Figure 1. Placement view.
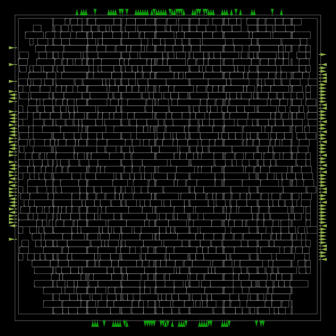
Figure 2. Signal metal coverage by tile.
25 x 25 tiles, from dark blue (low) to red (high), scaled to the fullest tile. Values are wire area over tile area, all layers added.
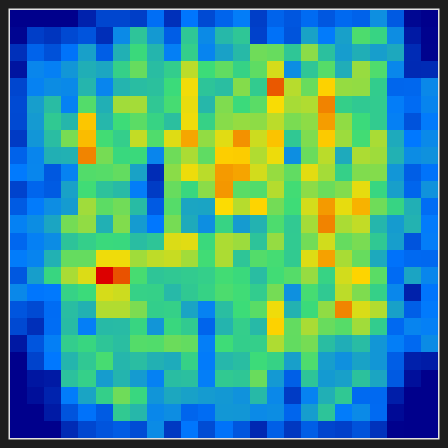
### src/rtl/ex_mem_pipe.sv
// EX/MEM pipeline register with a two-entry skid buffer (head + skid), synchronous flush,
// optional r0 write suppression and forwarding / load-use outputs for the hazard unit.
module ex_mem_pipe #(
  parameter int DATA_W            = 32,
  parameter int REG_ADDR_W        = 5,
  parameter int ZERO_REG_SUPPRESS = 1
) (
  input  logic                  clk,
  input  logic                  rst,
  input  logic                  flush,
  input  logic                  in_valid,
  output logic                  in_ready,
  input  logic                  exe_write_reg,
  input  logic                  exe_mem_to_reg,
  input  logic                  exe_write_mem,
  input  logic [DATA_W-1:0]     alu_result,
  input  logic [DATA_W-1:0]     write_mem_val,
  input  logic [REG_ADDR_W-1:0] e_des_r,
  output logic                  out_valid,
  input  logic                  out_ready,
  output logic                  mem_write_reg,
  output logic                  mem_mem_to_reg,
  output logic                  mem_write_mem,
  output logic [DATA_W-1:0]     alu_result_o,
  output logic [DATA_W-1:0]     write_mem_val_o,
  output logic [REG_ADDR_W-1:0] e_des_r_o,
  output logic                  fwd_valid,
  output logic [REG_ADDR_W-1:0] fwd_reg,
  output logic [DATA_W-1:0]     fwd_data,
  output logic                  load_pending
);

  typedef enum logic [1:0] {EMPTY, ONE, FULL} state_t;

  typedef struct packed {
    logic                  write_reg;
    logic                  mem_to_reg;
    logic                  write_mem;
    logic [DATA_W-1:0]     alu;
    logic [DATA_W-1:0]     wmv;
    logic [REG_ADDR_W-1:0] des;
  } entry_t;

  state_t state_reg;
  entry_t head_reg;
  entry_t skid_reg;
  entry_t in_entry;
  entry_t fwd_src;
  logic   head_valid;
  logic   skid_valid;
  logic   accept;
  logic   pop;

  assign head_valid = (state_reg != EMPTY);
  assign skid_valid = (state_reg == FULL);
  assign in_ready   = !skid_valid;
  assign out_valid  = head_valid;
  assign accept     = in_valid && in_ready;
  assign pop        = head_valid && out_ready;

  always_comb begin
    in_entry            = '0;
    in_entry.write_reg  = exe_write_reg &&
                          !((ZERO_REG_SUPPRESS != 0) && (e_des_r == '0));
    in_entry.mem_to_reg = exe_mem_to_reg;
    in_entry.write_mem  = exe_write_mem;
    in_entry.alu        = alu_result;
    in_entry.wmv        = write_mem_val;
    in_entry.des        = e_des_r;
  end

  // Flush only clears valids; a concurrent pop needs no action since head data is simply left behind.
  always_ff @(posedge clk) begin
    if (rst) begin
      state_reg <= EMPTY;
      head_reg  <= '0;
      skid_reg  <= '0;
    end else if (flush) begin
      state_reg <= EMPTY;
    end else begin
      case (state_reg)
        EMPTY: begin
          if (accept) begin
            head_reg  <= in_entry;
            state_reg <= ONE;
          end
        end
        ONE: begin
          if (accept && pop) begin
            head_reg <= in_entry;
          end else if (accept) begin
            skid_reg  <= in_entry;
            state_reg <= FULL;
          end else if (pop) begin
            state_reg <= EMPTY;
          end
        end
        FULL: begin
          if (pop) begin
            head_reg  <= skid_reg;
            state_reg <= ONE;
          end
        end
        default: state_reg <= EMPTY;
      endcase
    end
  end

  assign mem_write_reg   = head_valid && head_reg.write_reg;
  assign mem_mem_to_reg  = head_valid && head_reg.mem_to_reg;
  assign mem_write_mem   = head_valid && head_reg.write_mem;
  assign alu_result_o    = head_reg.alu;
  assign write_mem_val_o = head_reg.wmv;
  assign e_des_r_o       = head_reg.des;

  // The youngest held entry is the one the hazard unit must see first.
  assign fwd_src      = skid_valid ? skid_reg : head_reg;
  assign fwd_valid    = head_valid && fwd_src.write_reg && !fwd_src.mem_to_reg;
  assign load_pending = head_valid && fwd_src.write_reg && fwd_src.mem_to_reg;
  assign fwd_reg      = head_valid ? fwd_src.des : '0;
  assign fwd_data     = head_valid ? fwd_src.alu : '0;

endmodule
### config.mk
export PLATFORM = sky130hd
export DESIGN_NAME = ex_mem_pipe
export DESIGN_NICKNAME = d
export VERILOG_FILES = /design/src/rtl/ex_mem_pipe.sv
export SDC_FILE = /design/constraint.sdc
export NUM_CORES = 1
export LEC_CHECK = 0
export CAP_MARGIN = 20
export CORE_UTILIZATION = 50
export CTS_CLUSTER_DIAMETER = 80
export DETAILED_ROUTE_END_ITERATION = 16
export GPL_TIMING_DRIVEN = 0
export PLACE_DENSITY = 0.78
export SETUP_SLACK_MARGIN = 0.5
export SYNTH_ARGS = -nofsm -noshare
export SYNTH_HDL_FRONTEND = slang
export SYNTH_SLANG_ARGS = --single-unit
### constraint.sdc
create_clock -name clk -period 1.78 [get_ports clk]
set_input_delay 0.178 -clock clk [delete_from_list [all_inputs] [get_ports clk]]
set_output_delay 0.178 -clock clk [all_outputs]
set_load 0.02 [all_outputs]
==> impl_metrics.ini <==
; synthesis and place-and-route metrics
[outcome]
outcome = finished, violations left
violations = negative setup slack

[timing]
rsz0062_at_grt = yes
fin_ws_ns = -0.302
min_period_ns = 2.08
fin_crit_sh = 1.17
setup_viol = 184
slew_headroom = 0.426
finalHoldViolCount = 0

[global_routing]
grt_max_degree = 17
grt_pass1_wl_um = 35700
use_met2 = 0.498

[clocking]
ctsHoldBuffers = 0
cts.root.buffer_cell = clkbuf_16
cts.sinks = 146
htree_levels = 4

[min_path]
hold_depth = 3
hp-class = input pin to flip-flop

[placed_design]
dp_hpwl_um = 14300
dp_slack_ns = -0.613

[floorplanning]
initCoreUtil = 0.512
die_y_um = 124
io_pins = 190
rows = 44

[flow_run]
maxCapViolations = 0
warnings = 29

[setup_path]
critPathKind = flip-flop to flip-flop
crit_required_ns = 2.13
critPathLaunchType = flip-flop
cp-end-kind = flip-flop
critPathArrivalTime_ns = 2.43
worstPathMaxFanout = 10

[layout]
area_delta_synth_final_pct = 66.6
largest_reg_flops = 72
instances_no_fill = 1338

[synth]
yosysWarnings = 0
ys_cells = 869
syn-mean-instance-area_um2 = 8.53
syn_area_um2 = 7410
synthCells = 869
synthArstFlopShare = 0
syn-num-nets = 946
edf_count = 0

[drt]
drc = 0
route.met3.wl_um = 2530
top_layer = met4

[power_and_ir_drop]
p_leak_nw = 5.45
Notes on Figure 1 above:
Core Region: 14,500 um2
seq_cells: 146
FILL cells: 680
flop share of the area: 0.238

Notes on Figure 2 above:
tiles over half the peak: 31%
fullest tile: 0.86
densest ninth of the die: center
WL per Instance: 23.2 um
Tot GR Track Use: 0.307
via count: 8,257
final WL: 31,000 um

worst max-delay path by stage:
| stage | depth (start not counted) | to | slack [ns] |
|---|---|---|---|
| after floorplan | 8 | write_mem_val_o[11] | 0.21 |
| after global placement | 6 | fwd_data[11] | -0.60 |
| after detailed placement | 6 | fwd_data[18] | -0.61 |
| after CTS | 4 | out_valid | -0.09 |
| after global routing | 9 | write_mem_val_o[0] | -0.29 |
| final | 9 | alu_result_o[22] | -0.30 |
cells in the mapped netlist (2+ instances only):
cell,count
a21oi_1,74
a22o_1,37
buf_1,2
buf_12,7
buf_2,15
buf_4,70
clkbuf_1,45
clkbuf_2,7
dfxtp_1,146
mux2i_1,71
nand2_1,147
nand2b_1,73
nand3_1,3
nor2_1,4
nor2b_1,4
nor3_1,2
o21ai_0,53
o21ai_1,20
or4_1,71
per-stage QoR:
step	TNS, ns	hold WS (ns)
floorplan	0	0.249
global placement	-80.31	0.441
detailed placement	-85.74	0.446
CTS	-3.42	0.319
global route	-29.83	0.360
finish	-25.05	0.341
cells by family (layout without fill, tap and decap cells):
kind of cell | count (synthesis) | after routing | share of synthesized area
AND/OR/NAND/NOR | 311 | 312 | 0.225
flip-flops | 146 | 146 | 0.394
buffers and inverters | 150 | 433 | 0.132
AND-OR/OR-AND | 190 | 191 | 0.151
multiplexers | 72 | 72 | 0.0974
cell type report:
class / count / area (um2)
well taps: 184 / 230
inverters: 2 / 20.0
flip-flops and latches: 146 / 2940
repair buffers: 252 / 2760
plain buffers: 148 / 1330
clock buffers: 26 / 509
clock inverters: 5 / 50.0
multi-input cells: 575 / 4520
fillers: 680 / 2130
power breakdown:
part / switching (W) / internal, W / leakage (nW)
registers: 0.0000909 / 0.00337 / 1.19
clock network: 0.00144 / 0.00209 / 0.280
logic: 0.000695 / 0.000620 / 3.98
total: 0.00222 / 0.00608 / 5.45
cells in the final DEF (no fill, tap or decap), drive strengths merged:
| cell type | synthesis | final |
|---|---|---|
| buf | 95 | 195 |
| nand2 | 147 | 147 |
| dfxtp | 146 | 146 |
| clkbuf | 53 | 143 |
| clkdlybuf4s50 | 0 | 76 |
| a21oi | 75 | 76 |
| nand2b | 73 | 73 |
| o21ai | 73 | 73 |
| mux2i | 71 | 71 |
| or4 | 71 | 71 |
| a22o | 37 | 37 |
| dlymetal6s2s | 0 | 9 |
| clkinv | 1 | 5 |
| nor2b | 5 | 5 |
| nor2 | 4 | 5 |
| nand3 | 3 | 3 |
| nor3 | 3 | 3 |
| dlygate4sd2 | 0 | 2 |
| inv | 1 | 1 |
| nand3b | 1 | 1 |
| o31ai | 1 | 1 |
| and2b | 1 | 1 |
| and3b | 1 | 1 |
| o21a | 1 | 1 |
| o22a | 1 | 1 |
| or3 | 1 | 1 |
| nor4 | 1 | 1 |
| mux2 | 1 | 1 |
| a211oi | 1 | 1 |
| a2111oi | 1 | 1 |
| bufinv | 0 | 1 |
| clkdlybuf4s15 | 0 | 1 |
critical path, cell delays in order, from the launching register on:
cell	delay, ns
dfxtp_2	0.36
buf_6	0.13
nor2b_4	0.23
buf_6	0.15
clkinv_8	0.06
buf_12	0.15
buf_12	0.15
mux2i_1	0.16
or4_1	0.43
o21ai_1	0.15
No activity file was given, so power comes from the tool's default toggle rates.
